File: config.mk
export PLATFORM = sky130hd
export DESIGN_NAME = escape_capture_bank
export DESIGN_NICKNAME = d
export VERILOG_FILES = /design/src/rtl/escape_capture_bank.sv
export SDC_FILE = /design/constraint.sdc
export NUM_CORES = 1
export LEC_CHECK = 0
export ABC_AREA = 1
export CAP_MARGIN = 20
export CORE_UTILIZATION = 59
export DETAILED_ROUTE_END_ITERATION = 10
export MAX_ROUTING_LAYER = met4
export PLACE_DENSITY_LB_ADDON = 0.3
export SETUP_SLACK_MARGIN = 0.15
export SLEW_MARGIN = 5
export SYNTH_ARGS = -nofsm -noshare
export SYNTH_HDL_FRONTEND = slang
export SYNTH_SLANG_ARGS = --single-unit
File: constraint.sdc
create_clock -name aclk -period 2.7 [get_ports aclk]
set_clock_uncertainty 0.15 [all_clocks]
set_input_delay 0.27 -clock aclk [delete_from_list [all_inputs] [get_ports aclk]]
set_output_delay 0.27 -clock aclk [all_outputs]
set_load 0.005 [all_outputs]
File: src/rtl/escape_capture_bank.sv
// First-hit capture bank: each channel latches the shared counter on its first hit, then drains one word per transfer.
// Optional feature: define LIMIT_SAT_EN to force-capture unflagged channels once count >= limit.
module escape_capture_bank #(
  parameter int NUM_CH = 4,
  parameter int DATA_W = 24,
  parameter int CH_W   = (NUM_CH > 1) ? $clog2(NUM_CH) : 1
) (
  input  logic              aclk,
  input  logic              aresetn,
  input  logic              clr,
  input  logic [NUM_CH-1:0] hit,
  input  logic [DATA_W-1:0] count,
  input  logic [DATA_W-1:0] limit,
  output logic [NUM_CH-1:0] flags,
  output logic              out_valid,
  input  logic              out_ready,
  output logic [DATA_W-1:0] out_data,
  output logic [CH_W-1:0]   out_ch,
  output logic              out_escaped,
  output logic              done
);

  typedef enum logic [1:0] {
    S_IDLE    = 2'd0,
    S_CAPTURE = 2'd1,
    S_DRAIN   = 2'd2,
    S_DONE    = 2'd3
  } state_t;

  localparam logic [CH_W-1:0] LAST_CH = CH_W'(NUM_CH - 1);

  state_t            r_state;
  state_t            w_nextState;
  logic [NUM_CH-1:0] r_flags;
  logic [NUM_CH-1:0] r_esc;
  logic [DATA_W-1:0] r_data [NUM_CH];
  logic [CH_W-1:0]   r_ptr;
  logic [DATA_W-1:0] r_outData;
  logic              r_outEsc;

  logic              w_sat;
  logic              w_allFlagged;
  logic              w_xfer;
  logic              w_lastXfer;
  logic              w_loadFirst;
  logic [CH_W-1:0]   w_ptrNext;

`ifdef LIMIT_SAT_EN
  assign w_sat = (r_state == S_CAPTURE) && (count >= limit);
`else
  // Saturation is compiled out, so channels complete only through hit.
  logic w_unusedLimit;
  assign w_unusedLimit = ^limit;
  assign w_sat         = 1'b0;
`endif

  assign w_allFlagged = &r_flags;
  assign w_xfer       = (r_state == S_DRAIN) && out_ready;
  assign w_lastXfer   = w_xfer && (r_ptr == LAST_CH);
  assign w_loadFirst  = (r_state == S_CAPTURE) && w_allFlagged;
  assign w_ptrNext    = r_ptr + 1'b1;

  always_ff @(posedge aclk or negedge aresetn) begin
    if (!aresetn) begin
      r_state <= S_IDLE;
    end else begin
      r_state <= w_nextState;
    end
  end

  always_comb begin
    w_nextState = r_state;
    if (clr) begin
      w_nextState = S_CAPTURE;
    end else begin
      case (r_state)
        S_IDLE:    w_nextState = S_IDLE;
        S_CAPTURE: if (w_allFlagged) w_nextState = S_DRAIN;
        S_DRAIN:   if (w_lastXfer) w_nextState = S_DONE;
        S_DONE:    w_nextState = S_DONE;
        default:   w_nextState = S_IDLE;
      endcase
    end
  end

  // A flagged channel is frozen: later hits or saturation never touch its data or escape bit.
  always_ff @(posedge aclk or negedge aresetn) begin
    if (!aresetn) begin
      r_flags <= '0;
      r_esc   <= '0;
      for (int i = 0; i < NUM_CH; i++) begin
        r_data[i] <= '0;
      end
    end else if (clr) begin
      r_flags <= '0;
    end else if (r_state == S_CAPTURE) begin
      for (int i = 0; i < NUM_CH; i++) begin
        if (!r_flags[i] && (hit[i] || w_sat)) begin
          r_data[i]  <= count;
          r_esc[i]   <= hit[i];
          r_flags[i] <= 1'b1;
        end
      end
    end
  end

  // The first word is preloaded on the edge that enters DRAIN so out_valid never shows stale data.
  always_ff @(posedge aclk or negedge aresetn) begin
    if (!aresetn) begin
      r_ptr     <= '0;
      r_outData <= '0;
      r_outEsc  <= 1'b0;
    end else if (clr) begin
      r_ptr <= '0;
    end else if (w_loadFirst) begin
      r_ptr     <= '0;
      r_outData <= r_data[0];
      r_outEsc  <= r_esc[0];
    end else if (w_xfer && !w_lastXfer) begin
      r_ptr     <= w_ptrNext;
      r_outData <= r_data[w_ptrNext];
      r_outEsc  <= r_esc[w_ptrNext];
    end
  end

  assign flags       = r_flags;
  assign out_valid   = (r_state == S_DRAIN);
  assign done        = (r_state == S_DONE);
  assign out_data    = r_outData;
  assign out_ch      = r_ptr;
  assign out_escaped = r_outEsc;

endmodule
**Run 1: placed standard cells**

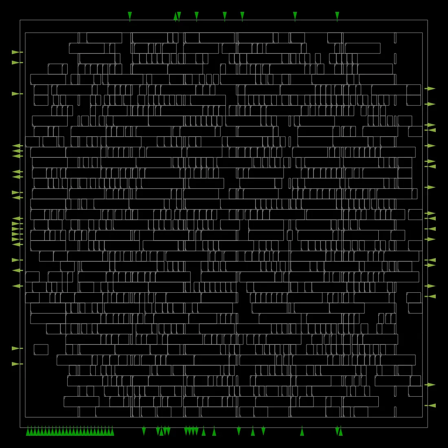
core area: 10,500 um2
standard-cell row count: 37

**Run 1: drive-strength map**

Drawn at 4 px/um.
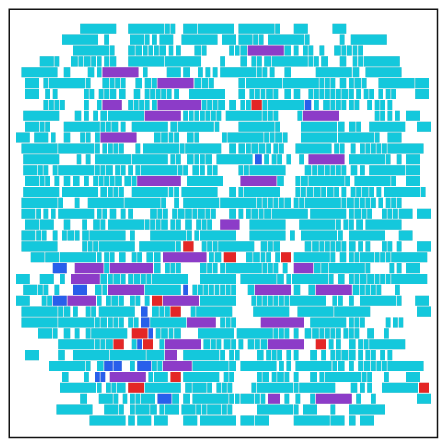
colour	size	cells	share
purple	x6 and larger	31	3.3%
blue	x2	16	1.7%
cyan	x1 and smaller	874	94%
red	x3 and x4	13	1.4%

**Run 1: port wiring**

Drawn at 4 px/um.
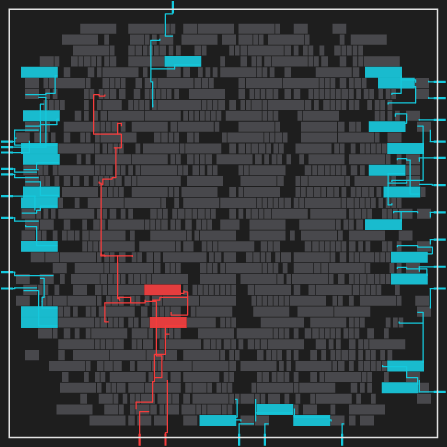
colour	port	bits	direction	edge	end cells	buffers	wire
cyan	out_data	24	output	11 right, 9 left, 3 bottom, 1 top	24	24	495 um
red	out_ch	2	output	bottom	2	3	208 um

[run 1: final timing paths]
check	from	endpoint	slack [ns]
worst min register to register	r_esc[1]$_DFFE_PN0P_	r_esc[1]$_DFFE_PN0P_	0.30
min in group aclk	count[12]	r_data[60]$_DFFE_PN0P_	0.20
worst max-delay path	r_state[0]$_DFFE_PN0P_	out_data[8]$_DFFE_PN0P_	0.51
worst min-delay path	aresetn	out_data[3]$_DFFE_PN0P_	0.09
worst max register to register	r_state[0]$_DFFE_PN0P_	out_data[8]$_DFFE_PN0P_	0.51
max in group asynchronous	aresetn	r_data[72]$_DFFE_PN0P_	1.49
[run 1: worst reg2reg max path: stages (launching register included)]
cell                       delay, ns
sky130_fd_sc_hd__dfrtp_1        0.45
sky130_fd_sc_hd__inv_2          0.09
sky130_fd_sc_hd__nor2_2         0.04
sky130_fd_sc_hd__nand2_2        0.35
sky130_fd_sc_hd__nand2_2        0.15
sky130_fd_sc_hd__nand2_4        0.19
sky130_fd_sc_hd__clkinv_2       0.37
sky130_fd_sc_hd__nand2_1        0.23
sky130_fd_sc_hd__nand2_1        0.07
[run 1: final cells by class]
| type | count | share of cell area, % |
|---|---|---|
| clock buffers | 19 | 5.66 |
| clock inverters | 12 | 2.57 |
| inverters | 138 | 6.72 |
| multi-input cells | 556 | 30.1 |
| flip-flops and latches | 133 | 42.6 |
| well taps | 136 | 2.18 |
| repair buffers | 76 | 10.2 |
[run 1: power by group]
group / switching [uW] / internal [uW] / total (uW)
sequential: 453 / 2730 / 3190
clock: 871 / 1640 / 2510
combinational: 1070 / 966 / 2030
[run 1: cell usage after synthesis]
| master | instances | area, um2 |
|---|---|---|
| sky130_fd_sc_hd__a21oi_1 | 1 | 5.00 |
| sky130_fd_sc_hd__nand2_2 | 2 | 12.5 |
| sky130_fd_sc_hd__o22ai_1 | 1 | 6.26 |
| sky130_fd_sc_hd__nand2_4 | 1 | 11.3 |
| sky130_fd_sc_hd__nor2_4 | 1 | 11.3 |
| sky130_fd_sc_hd__o21ai_1 | 22 | 110 |
| sky130_fd_sc_hd__o21ai_0 | 82 | 410 |
| sky130_fd_sc_hd__nor2_2 | 1 | 6.26 |
| sky130_fd_sc_hd__inv_2 | 5 | 18.8 |
| sky130_fd_sc_hd__nand2_1 | 385 | 1450 |
| sky130_fd_sc_hd__clkinv_2 | 1 | 5.00 |
| sky130_fd_sc_hd__buf_2 | 29 | 145 |
| sky130_fd_sc_hd__inv_1 | 131 | 492 |
| sky130_fd_sc_hd__ha_1 | 1 | 12.5 |
| sky130_fd_sc_hd__nand3_2 | 5 | 50.1 |
| sky130_fd_sc_hd__nor2_1 | 4 | 15.0 |
| sky130_fd_sc_hd__clkbuf_1 | 5 | 18.8 |
| sky130_fd_sc_hd__buf_6 | 7 | 78.8 |
| sky130_fd_sc_hd__clkbuf_2 | 5 | 25.0 |
| sky130_fd_sc_hd__dfrtp_1 | 133 | 3330 |
| sky130_fd_sc_hd__nand3_1 | 50 | 250 |
| sky130_fd_sc_hd__clkinv_4 | 1 | 8.76 |
[run 1: state kept, by name, summed over array words and instances (netlist names)]
register     cells
r_state          2
out_escaped      1
out_data        24
r_data          96
out_ch           2
flags            4
r_esc            4
==> results.env, run 1 <==
TRITONCTS.NUM_BUFFERS=17
SYNTH.AREA.MUX_SHARE_PCT=0
CTS.HOLD.BUFFERS_ADDED=1
WL_MM=15.7
LAYOUT-AREA-OVERHEAD-VS-SYNTH_PCT=20.7
FIRST_GLOBAL_VIAS=5676
SYNTH_CHIP_AREA_UM2=6470
RSZ_0062_RAISED_AFTER_GLOBAL_ROUTING='false'
DIE_H_UM=107
LEAKAGE_uW=0.00421
POWER_uW=7730
CLOCK_TRANSITION_AT_THE_REGISTERS_OF_THE_REPORTED_PATHS_NS=0.06
IOPINCOUNT=89
GRT_USAGE_PCT=30.8
TIMING.HOLD.WS_NS=0.0903
DETAIL_ROUTE.DRC_VIOLATIONS=0
DP_HPWL_MM=9.00
GR-USAGE-MET3_PCT=6.63
FLOORPLAN.DIE.WIDTH_UM=107
LAYOUT.CELLS.MOST_COMMON_LIST='385 x sky130_fd_sc_hd__nand2_1, 133 x sky130_fd_sc_hd__dfrtp_1, 131 x sky130_fd_sc_hd__inv_1'
SYNTH_CELL_TYPES=22
AOI_SHARE_PCT=8.22
ARRIVAL_NS=2.45
GROUTE.LAYER.MET2.USAGE_PCT=51.3
ADDER_SHARE_PCT=0.193
TOP_SIGNAL_LAYER_USED='met4'
PATH_MAX_FANOUT=25
CRITPATHKIND='reg2reg'
FINALSETUPTNS_NS=0
WL_MET3_MM=1.27
YS_SH_SIMPLE_PCT=27.9
CLOCK_SINKS=133
WORSTHOLDPATHTYPE='in2async'
LAYOUT.NETS=979
AVG_VIAS_PER_CELL=5.32
CLOCK-ROOT-BUFFER='sky130_fd_sc_hd__clkbuf_8'
CTS_TREE='yes'
WARNING_COUNT=50
WL_MET1_MM=6.33
DIE_AREA_UM2=11400
TIMING.CRITICAL_PATH.REQUIRED_NS=2.97
POWER-PER-CELL-AREA_nW_PER_UM2=991
INSTANCE_AREA_AT_PLACEMENT_UM2=7150
CLK_PATH_BUF_DEPTH=2
FINAL-COMB-AREA_UM2=2350
SETUP-VIOLATIONS-FINAL=0
CRIT_START_CATEGORY='register'
I_O_BUFFERS=64
CRIT_BUF_INV=2
YOSYS_WARNINGS=0
GP_CONGESTION=0.778
ROUTEDWLPERCELL_UM=14.7
RUN_STATUS='finished, final reports clean'
POSTSYNTHREGISTERBITS=133
POST_CTS_BUFFERS=0
PLACE.DETAILED.INSTANCES=1038
**Run 1: met1 routing**

Drawn at 6 px/um. Supply wires on this layer in grey.
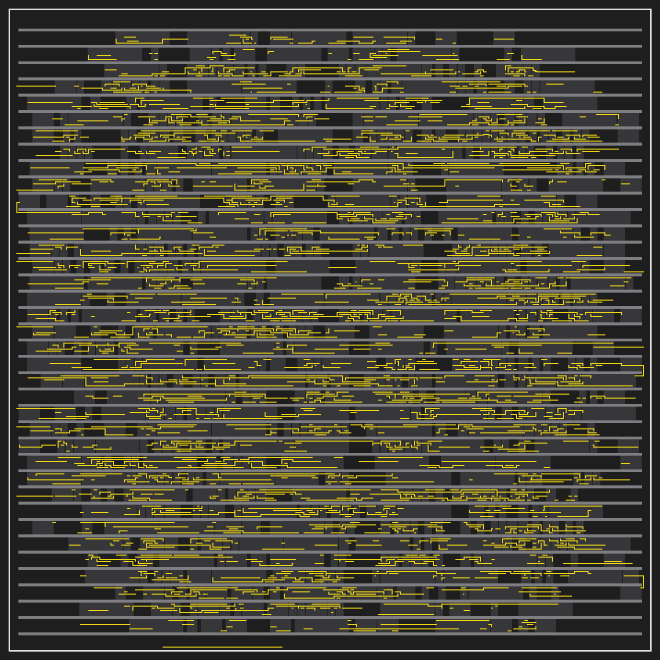

--- run 2 (diff from run 1) ---
- CORE_UTILIZATION: 59 -> 50
- clock period: 2.7 -> 1.9 ns (I/O delays scaled with it)
**Run 2: met1 routing**

Drawn at 4 px/um. Supply wires on this layer in grey.
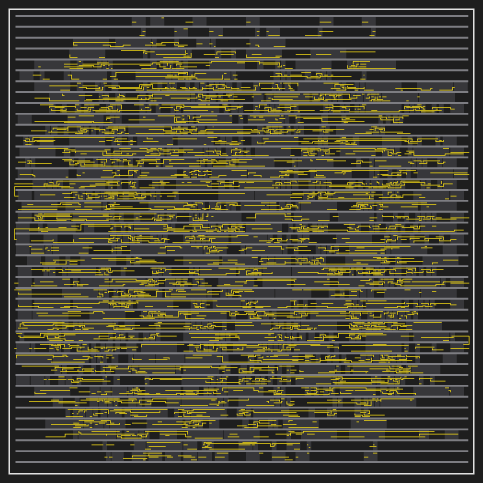
main direction	horizontal
nets with wire on the layer	895
share of all routed wire	44%
wire length on this layer	6,880 um

==> run 2 against run 1 <==
Against the previous run:
- wire length down 1.5%
- core utilization shrank 10 points
- clock power is 17% higher
- cell count grew 5.6%
- critical path depth is 3 higher
- die size up 18%
- fmax up 27%
- largest cell class unchanged
- clock-buffer cell count is 4 higher
- power grew 34%
- first-iteration DRC count up 32%
==> results.env, run 2 <==
RUN_STATUS='finished, final reports clean'
CLK_PATH_BUF_DEPTH=2  # unchanged
SYNTHTOPCELLSBYAREA='sky130_fd_sc_hd__dfrtp_1 51%, sky130_fd_sc_hd__nand2_1 22%, sky130_fd_sc_hd__inv_1 7.6%'
WORST-SLEW-PIN-TRANSITION_NS=0.444
GP_CONGESTION=0.789  # +1.4%
PATH_MAX_FANOUT=9  # -64%
NETLIST_AREA_UM2=6470
FINALSETUPTNS_NS=0  # unchanged
SYNTH_CHIP_AREA_UM2=6470  # unchanged
YOSYS-STAT-CELLS=873
AVG_VIAS_PER_CELL=4.93  # -7.3%
YOSYS_WARNINGS=0  # unchanged
POST_SYNTH_MOST_FREQUENT_CELLS='385 x sky130_fd_sc_hd__nand2_1, 133 x sky130_fd_sc_hd__dfrtp_1, 131 x sky130_fd_sc_hd__inv_1, 82 x sky130_fd_sc_hd__o21ai_0, 50 x sky130_fd_sc_hd__nand3_1'
POSTSYNTHREGISTERBITS=133  # unchanged
WORSTREG2REGEND='out_data[13]$_DFFE_PN0P_'
ANT_NETS=0
FLOORPLAN.DIE.WIDTH_UM=116  # +8.5%
CRIT_START_CATEGORY='register'
SWITCHINGPOWER_uW=3170  # +33%
INSTANCE_AREA_AT_PLACEMENT_UM2=7390  # +3.4%
DP_HPWL_MM=9.36  # +4.0%
CLOCK_TRANSITION_AT_THE_REGISTERS_OF_THE_REPORTED_PATHS_NS=0.05  # about the same
INITIALDRTVIOLATIONCOUNT=497
DETAIL_ROUTE.FIRST_PASS.ITERATIONS=5
CLOCK_SINKS=133  # unchanged
HTREE_LEVELS=4
NETLIST.AREA_LEADER.SHARE_PCT=51.5  # unchanged
COMBPWRFRAC_PCT=28.1  # +1.8 points
PEAKVDDDROP_mV=0.765
FINAL-INSTANCE-COUNT-EXCL-FILL=1130
REG2REGPATHDEPTH=11
SYNTH.AVG_CELL_AREA_UM2=7.41
TOP_REG_BY_FLOPS='r_data'
TRITONCTS.NUM_BUFFERS=17  # unchanged
ROUTEDWLPERCELL_UM=13.7  # -6.8%
POWER.INTERNAL_uW=7180  # +34%
DIE_H_UM=116  # +8.5%
WL_MM=15.5  # -1.5%
CORE_UM2=12600  # +21%
WORST_R2R_STARTPOINT='out_ch[0]$_DFFE_PN0P_'
CTS_TREE='yes'
HOLD_VIOL_FINAL=0
I_O_BUFFERS=64  # unchanged
FINAL-MAX-SLEW-VIOLATION-COUNT=0
POSTSYNTHNETCOUNT=930
YOSYSMOSTFREQUENTCELL='sky130_fd_sc_hd__nand2_1'
SYNTH.LARGEST_AREA_CELL='sky130_fd_sc_hd__dfrtp_1'
POWER_uW=10400  # +34%
TIMING.HOLD.WS_NS=0.126  # +0.0360 ns
GLOBALROUTE.TOTALOVERFLOW=0
TIMING.CRITICAL_PATH.REQUIRED_NS=2.05  # -0.92 ns
MAX_CAP_VIOLATIONS=0
SEQ_POWER_SHARE_PCT=43.5  # +2.3 points
FINAL_LAYOUT_SIZE_SUFFIX_GT1_SHARE_PCT=8.66
POWER.CLOCK.FRACTION_PCT=28.4  # -4.1 points
CRITPATHKIND='reg2reg'
LEAKAGE_uW=0.00439  # +4.2%
SETUP-VIOLATIONS-FINAL=0  # unchanged
WORSTHOLDPATHTYPE='in2async'
DIODES=0
GRT_USAGE_PCT=25.3  # -5.4 points
CRITICAL_PATH.ENDPOINT_TYPE='register'
GRT_START_MAX_NET_PINS=51
EDF_COUNT=0  # unchanged
ARRIVAL_NS=1.86  # -0.59 ns
IOPINCOUNT=89  # unchanged
ASYNCSETRESETFLOPFRACSYNTH_PCT=100  # unchanged
FIRST_GLOBAL_VIAS=5295  # -6.7%
SYNTH-SEQ-AREA-SHARE_PCT=51.5
LAYOUT.NETS=1005  # +2.7%
LARGEST_REG_FLOPS=96  # unchanged
SYNTH_CELL_TYPES=22  # unchanged
LAYOUT_WORST_PATH_CYCLE_SHARE_PCT=90.3
CLOCK-ROOT-BUFFER='sky130_fd_sc_hd__clkbuf_16'
RELSLEWSLACK_PCT=70.4
WARNING_COUNT=51  # +2.0%
SYNTH_TOP_FLOP_CELL='sky130_fd_sc_hd__dfrtp_1'
CLOCK_INSERTION_DELAY_WORST_SKEW_NS=0.41
LAYOUT-AREA-OVERHEAD-VS-SYNTH_PCT=25.7
LAYOUT.CELLS.MOST_COMMON_LIST='385 x sky130_fd_sc_hd__nand2_1, 131 x sky130_fd_sc_hd__inv_1, 131 x sky130_fd_sc_hd__dfrtp_1'
SWSHARE_PCT=30.7  # -0.29 points
PLACE.DETAILED.INSTANCES=1092  # +5.2%
RSZ_0062_RAISED_AFTER_GLOBAL_ROUTING='false'
REG2REG_SETUP_SLACK_NS=0.18  # -0.33 ns
FP-ROW-COUNT=41  # +11%
POWER-PER-CELL-AREA_nW_PER_UM2=1270  # +29%
DETAIL_ROUTE.DRC_VIOLATIONS=0  # unchanged
DIE_AREA_UM2=13400  # +18%
==> run 2: per-layer routing <==
layer  up-vias  GRT usage [%]  wire [um]
li1       2786              -          -
met1      2598           31.6       6880
met2       165           41.7       7670
met3        24           5.02        737
met4         0           8.03        209
met5         -              -          0
==> run 2: layout make-up <==
type                    count  area, um2  share of cell area (%)
well taps                 172        215                    2.65
clock buffers              23        468                    5.76
inverters                 138        542                    6.67
multi-input cells         556       2360                    29.0
clock inverters             6       55.1                   0.677
repair buffers            102       1160                    14.3
flip-flops and latches    133       3330                    41.0
==> run 2: worst max path at each step <==
stage                               start                  endpoint  cells after the start
floorplan           out_ch[0]$_DFFE_PN0P_  out_data[10]$_DFFE_PN0P_                      9
global placement    out_ch[1]$_DFFE_PN0P_   out_escaped$_DFFE_PN0P_                      9
detailed placement   flags[2]$_DFFE_PN0P_  out_data[22]$_DFFE_PN0P_                      9
CTS                 out_ch[0]$_DFFE_PN0P_                 out_ch[0]                      2
global route        out_ch[0]$_DFFE_PN0P_  out_data[22]$_DFFE_PN0P_                     11
finish              out_ch[0]$_DFFE_PN0P_  out_data[13]$_DFFE_PN0P_                     11
==> run 2: worst max-delay path, cell delays in order, from the launching register on <==
cell and delay (ns):
sky130_fd_sc_hd__dfrtp_1 0.42, sky130_fd_sc_hd__buf_6 0.14, sky130_fd_sc_hd__buf_6 0.16, sky130_fd_sc_hd__inv_8 0.10, sky130_fd_sc_hd__clkbuf_16 0.17, sky130_fd_sc_hd__nand2_1 0.05
sky130_fd_sc_hd__nand3_1 0.06, sky130_fd_sc_hd__nand2_1 0.06, sky130_fd_sc_hd__nand2_1 0.08, sky130_fd_sc_hd__nand2_1 0.07, sky130_fd_sc_hd__nand2_1 0.08, sky130_fd_sc_hd__nand2_1 0.06
==> run 2: power groups by stage <==
stage | registers [uW] | logic [uW] | clock network (uW)
finish | 4510 | 2910 | 2940
global route | 4630 | 3400 | 3110
CTS | 4490 | 2890 | 2990
detailed placement | 4520 | 2820 | 0
global placement | 4480 | 2730 | 0
floorplan | 4430 | 1740 | 0
==> run 2: timing repair <==
| action | in CTS | in global routing |
|---|---|---|
| gates resized | 8 | 17 |
| endpoints found under the hold margin | 133 | 0 |
| buffers inserted | 4 | 0 |
| setup endpoints to repair | 28 | 26 |
| gates cloned | 0 | 4 |
| hold buffers | 1 | 0 |
==> run 2: cell families after synthesis <==
kind of cell,synth area share [%]
AOI/OAI and AO/OA,8.22
adders and majority gates,0.193
buffers and inverters,12.2
DFF,51.5
and+or+nand+nor,27.9
==> run 2: per-stage QoR <==
step                      setup slack [ns]  utilization, %
after floorplan                      0.254               -
after global placement               0.108            58.6
after detailed placement            0.0903            58.6
after CTS                            0.126            63.2
after global routing                 0.141            64.4
final                                0.185            64.4
**Run 2: drive-strength map**

Drawn at 3 px/um.
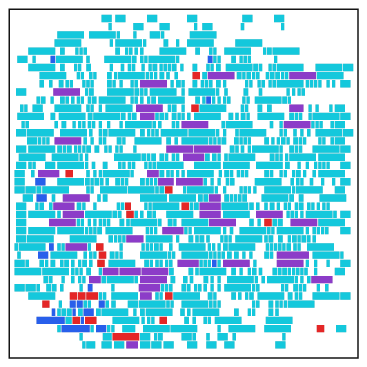

--- run 3 (diff from run 2) ---
- CORE_UTILIZATION: 50 -> 55
- clock period: 1.9 -> 1.8 ns (I/O delays scaled with it)
**Run 3: drive-strength map**

Drawn at 3 px/um.
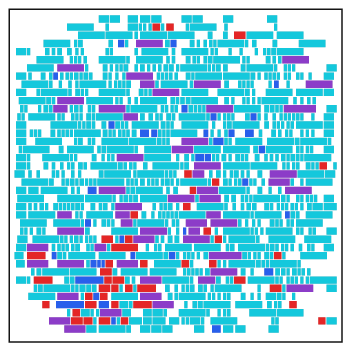
colour	size	cells	share
red	x3 and x4	43	4.4%
blue	x2	36	3.7%
cyan	x1 and smaller	843	86%
purple	x6 and larger	54	5.5%

==> run 3 against run 2 <==
Against the previous run:
- synthesized cell count stayed put
- die size shrank 8.9%
- hold slack lost 0.017 ns
- register-to-register slack got worse by 0.12 ns
- global-route usage grew 2.5 points
- via count is 5.9% higher
- combinational power increased by 16%
- wire length up 16%
- synthesized area is the same
- non-clock buffer count is 15 higher
- fmax down 1.4%
- critical path type unchanged
- clock-buffer cell count unchanged
==> results.env, run 3 <==
RUN_STATUS='finished, final reports clean'
IOPINCOUNT=89  # unchanged
ROUTEDWLPERCELL_UM=16.1  # +17%
FINALSETUPTNS_NS=0  # unchanged
RSZ_0062_RAISED_AFTER_GLOBAL_ROUTING='true'
WORST-SLEW-PIN-TRANSITION_NS=0.477  # +0.0332 ns
DP_HPWL_MM=9.29  # -0.75%
NETLIST_AREA_UM2=6470  # unchanged
TIMING.CRITICAL_PATH.REQUIRED_NS=1.95  # -0.10 ns
DIE_H_UM=110  # -4.6%
COMBPWRFRAC_PCT=29.0  # +0.9 points
NETLIST.AREA_LEADER.SHARE_PCT=51.5  # unchanged
PATH_MAX_FANOUT=12  # +3
POWER-PER-CELL-AREA_nW_PER_UM2=1370  # +7.5%
SWITCHINGPOWER_uW=3670  # +16%
LEAKAGE_uW=0.00464  # +5.7%
CRIT_START_CATEGORY='register'
SYNTH.AVG_CELL_AREA_UM2=7.41  # unchanged
GLOBALROUTE.TOTALOVERFLOW=0  # unchanged
SYNTH-SEQ-AREA-SHARE_PCT=51.5  # unchanged
RELSLEWSLACK_PCT=68.2  # -2.2 points
AVG_VIAS_PER_CELL=5.28  # +7.0%
CTS_TREE='yes'
FINAL_LAYOUT_SIZE_SUFFIX_GT1_SHARE_PCT=13.6  # +5.0 points
WARNING_COUNT=52  # +2.0%
POWER.CLOCK.FRACTION_PCT=29.9  # +1.5 points
DIE_AREA_UM2=12200  # -8.9%
SWSHARE_PCT=31.3  # +0.67 points
SYNTHTOPCELLSBYAREA='sky130_fd_sc_hd__dfrtp_1 51%, sky130_fd_sc_hd__nand2_1 22%, sky130_fd_sc_hd__inv_1 7.6%'
CRITPATHMAXSTAGEDELAY_NS=0.41  # about the same
LAYOUT-AREA-OVERHEAD-VS-SYNTH_PCT=32.2
ANT_NETS=0  # unchanged
YOSYSMOSTFREQUENTCELL='sky130_fd_sc_hd__nand2_1'
CRIT_FAMILY='simple AND/OR/NAND/NOR gates'
HOLD_VIOL_FINAL=0  # unchanged
DR_WL_MET2_MM=9.16  # +19%
GRT_USAGE_PCT=27.8  # +2.5 points
MAX_CAP_VIOLATIONS=0  # unchanged
SYNTH_CHIP_AREA_UM2=6470  # unchanged
WL_MM=18.0  # +16%
CORE_UM2=11400  # -9.5%
CRITICAL_PATH.ENDPOINT_TYPE='register'
DIODES=0  # unchanged
WL_MET1_MM=7.13  # +3.6%
CRITPATHMOSTFREQUENTCELL='sky130_fd_sc_hd__nand2_4'
SYNTH_TOP_FLOP_CELL='sky130_fd_sc_hd__dfrtp_1'
CRITICAL_PATH.SLOWEST_CELL='sky130_fd_sc_hd__dfrtp_2'
ASYNCSETRESETFLOPFRACSYNTH_PCT=100  # unchanged
I_O_BUFFERS=64  # unchanged
SEQ_POWER_SHARE_PCT=41.2  # -2.3 points
SYNTH_CELL_TYPES=22  # unchanged
POSTSYNTHNETCOUNT=930  # unchanged
CLOCK_TRANSITION_AT_THE_REGISTERS_OF_THE_REPORTED_PATHS_NS=0.05  # about the same
HTREE_LEVELS=4  # unchanged
SETUP-VIOLATIONS-FINAL=0  # unchanged
POST_SYNTH_MOST_FREQUENT_CELLS='385 x sky130_fd_sc_hd__nand2_1, 133 x sky130_fd_sc_hd__dfrtp_1, 131 x sky130_fd_sc_hd__inv_1, 82 x sky130_fd_sc_hd__o21ai_0, 50 x sky130_fd_sc_hd__nand3_1'
DETAIL_ROUTE.FIRST_PASS.ITERATIONS=5  # unchanged
PEAKVDDDROP_mV=1.00  # +31%
LAYOUT_WORST_PATH_CYCLE_SHARE_PCT=96.7  # +6.4 points
CRIT_BUF_INV=2  # -2
EDF_COUNT=0  # unchanged
FP-ROW-COUNT=39  # -4.9%
CLK_PATH_BUF_DEPTH=2  # unchanged
TOP_SIGNAL_LAYER_USED='met4'
PLACEMENT.SETUP.WORST_SLACK_NS=0.107  # +0.0167 ns
GRT_START_MAX_NET_PINS=51  # unchanged
CHAIN_OF_CELLS_FORMING_THE_CRITICAL_PATH='buf_6 -> nor2_2 -> nand2_4 -> nand2_4 -> nand2_4 -> buf_4 -> o21ai_0'
TRITONCTS.NUM_BUFFERS=17  # unchanged
LARGEST_REG_FLOPS=96  # unchanged
TOP_REG_BY_FLOPS='r_data'
POSTSYNTHREGISTERBITS=133  # unchanged
DETAIL_ROUTE.DRC_VIOLATIONS=0  # unchanged
WORST_SLACK_NS=0.0603  # -0.124 ns
LAYOUT.NETS=1020  # +1.5%
SYNTH.LARGEST_AREA_CELL='sky130_fd_sc_hd__dfrtp_1'
FLOORPLAN.DIE.WIDTH_UM=110  # -4.6%
FIRST_GLOBAL_VIAS=5482  # +3.5%
run 3: cell counts after synthesis:
No cell type changed its count.
run 3: layout make-up:
class / instances / area [um2] / share of cell area [%]
sequential: 133 / 3330 / 39.0
multi-input combinational: 556 / 2510 / 29.3
timing repair buffer: 117 / 1390 / 16.2
inverter: 138 / 539 / 6.31
clock buffer: 23 / 508 / 5.94
tap: 143 / 179 / 2.09
clock inverter: 9 / 97.6 / 1.14
run 3: power by group through the flow:
| stage | logic (uW) | registers (uW) | clock network, uW |
|---|---|---|---|
| 2_1_floorplan | 1840 | 4680 | 0 |
| 3_3_place_gp | 2890 | 4740 | 0 |
| 3_5_place_dp | 2990 | 4780 | 0 |
| 4_1_cts | 3070 | 4750 | 3510 |
| 5_1_grt | 3830 | 4950 | 3670 |
| 6_report | 3390 | 4820 | 3500 |
run 3: worst paths after layout:
| kind | slack, ns | from | end | depth (start not counted) |
|---|---|---|---|---|
| worst max-delay path | 0.06 | r_state[1]$_DFFE_PN0P_ | out_ch[1]$_DFFE_PN0P_ | 7 |
| worst min-delay path | 0.11 | aresetn | out_data[2]$_DFFE_PN0P_ | 2 |
| worst max register to register | 0.06 | r_state[1]$_DFFE_PN0P_ | out_ch[1]$_DFFE_PN0P_ | 7 |
| worst min register to register | 0.30 | r_esc[3]$_DFFE_PN0P_ | r_esc[3]$_DFFE_PN0P_ | 2 |
| max in group asynchronous | 0.77 | aresetn | r_data[10]$_DFFE_PN0P_ | 3 |
| min in group aclk | 0.21 | count[17] | r_data[17]$_DFFE_PN0P_ | 3 |
run 3: cells by family (layout without fill, tap and decap cells):
group                      after synthesis  in the layout  share of synthesized area, %
buffers and inverters                  184            287                          12.2
adders and majority gates                1              1                         0.193
AOI/OAI and AO/OA                      106            106                          8.22
and+or+nand+nor                        449            449                          27.9
DFF                                    133            133                          51.5
run 3: metal layers:
metal | vias up | global-route usage (%)
met1 | 2803 | 33.3
met5 | - | -
met2 | 230 | 46.1
met3 | 52 | 6.31
met4 | 0 | 10.1
li1 | 2819 | -
run 3: metrics by stage:
stage | util (%) | power [uW] | hold slack [ns] | area, um2 | std cells
global placement | 64.8 | 7630 | 0.00723 | 7400 | 1062
detailed placement | 64.8 | 7770 | 0.0146 | 7400 | 1062
finish | 74.9 | 11700 | 0.109 | 8550 | 1119
CTS | 70.7 | 11300 | 0.123 | 8070 | 1099
global route | 74.9 | 12500 | 0.171 | 8550 | 1119
floorplan | - | 6520 | -0.266 | 6470 | 873
run 3: repair_timing:
item / in CTS / in global routing
hold buffers: 1 / 0
gates resized: 16 / 69
setup buffers: 4 / 11
cloned: 0 / 9
pin swaps: 0 / 4
hold endpoints to repair: 116 / 0
setup endpoints to repair: 18 / 129
run 3: worst register-to-register path, stage by stage (launching register included):
cell	delay (ns)
sky130_fd_sc_hd__dfrtp_2	0.41
sky130_fd_sc_hd__buf_6	0.14
sky130_fd_sc_hd__nor2_2	0.15
sky130_fd_sc_hd__nand2_4	0.13
sky130_fd_sc_hd__nand2_4	0.10
sky130_fd_sc_hd__nand2_4	0.06
sky130_fd_sc_hd__buf_4	0.19
sky130_fd_sc_hd__o21ai_0	0.29
Power and IR drop assume default switching activity.
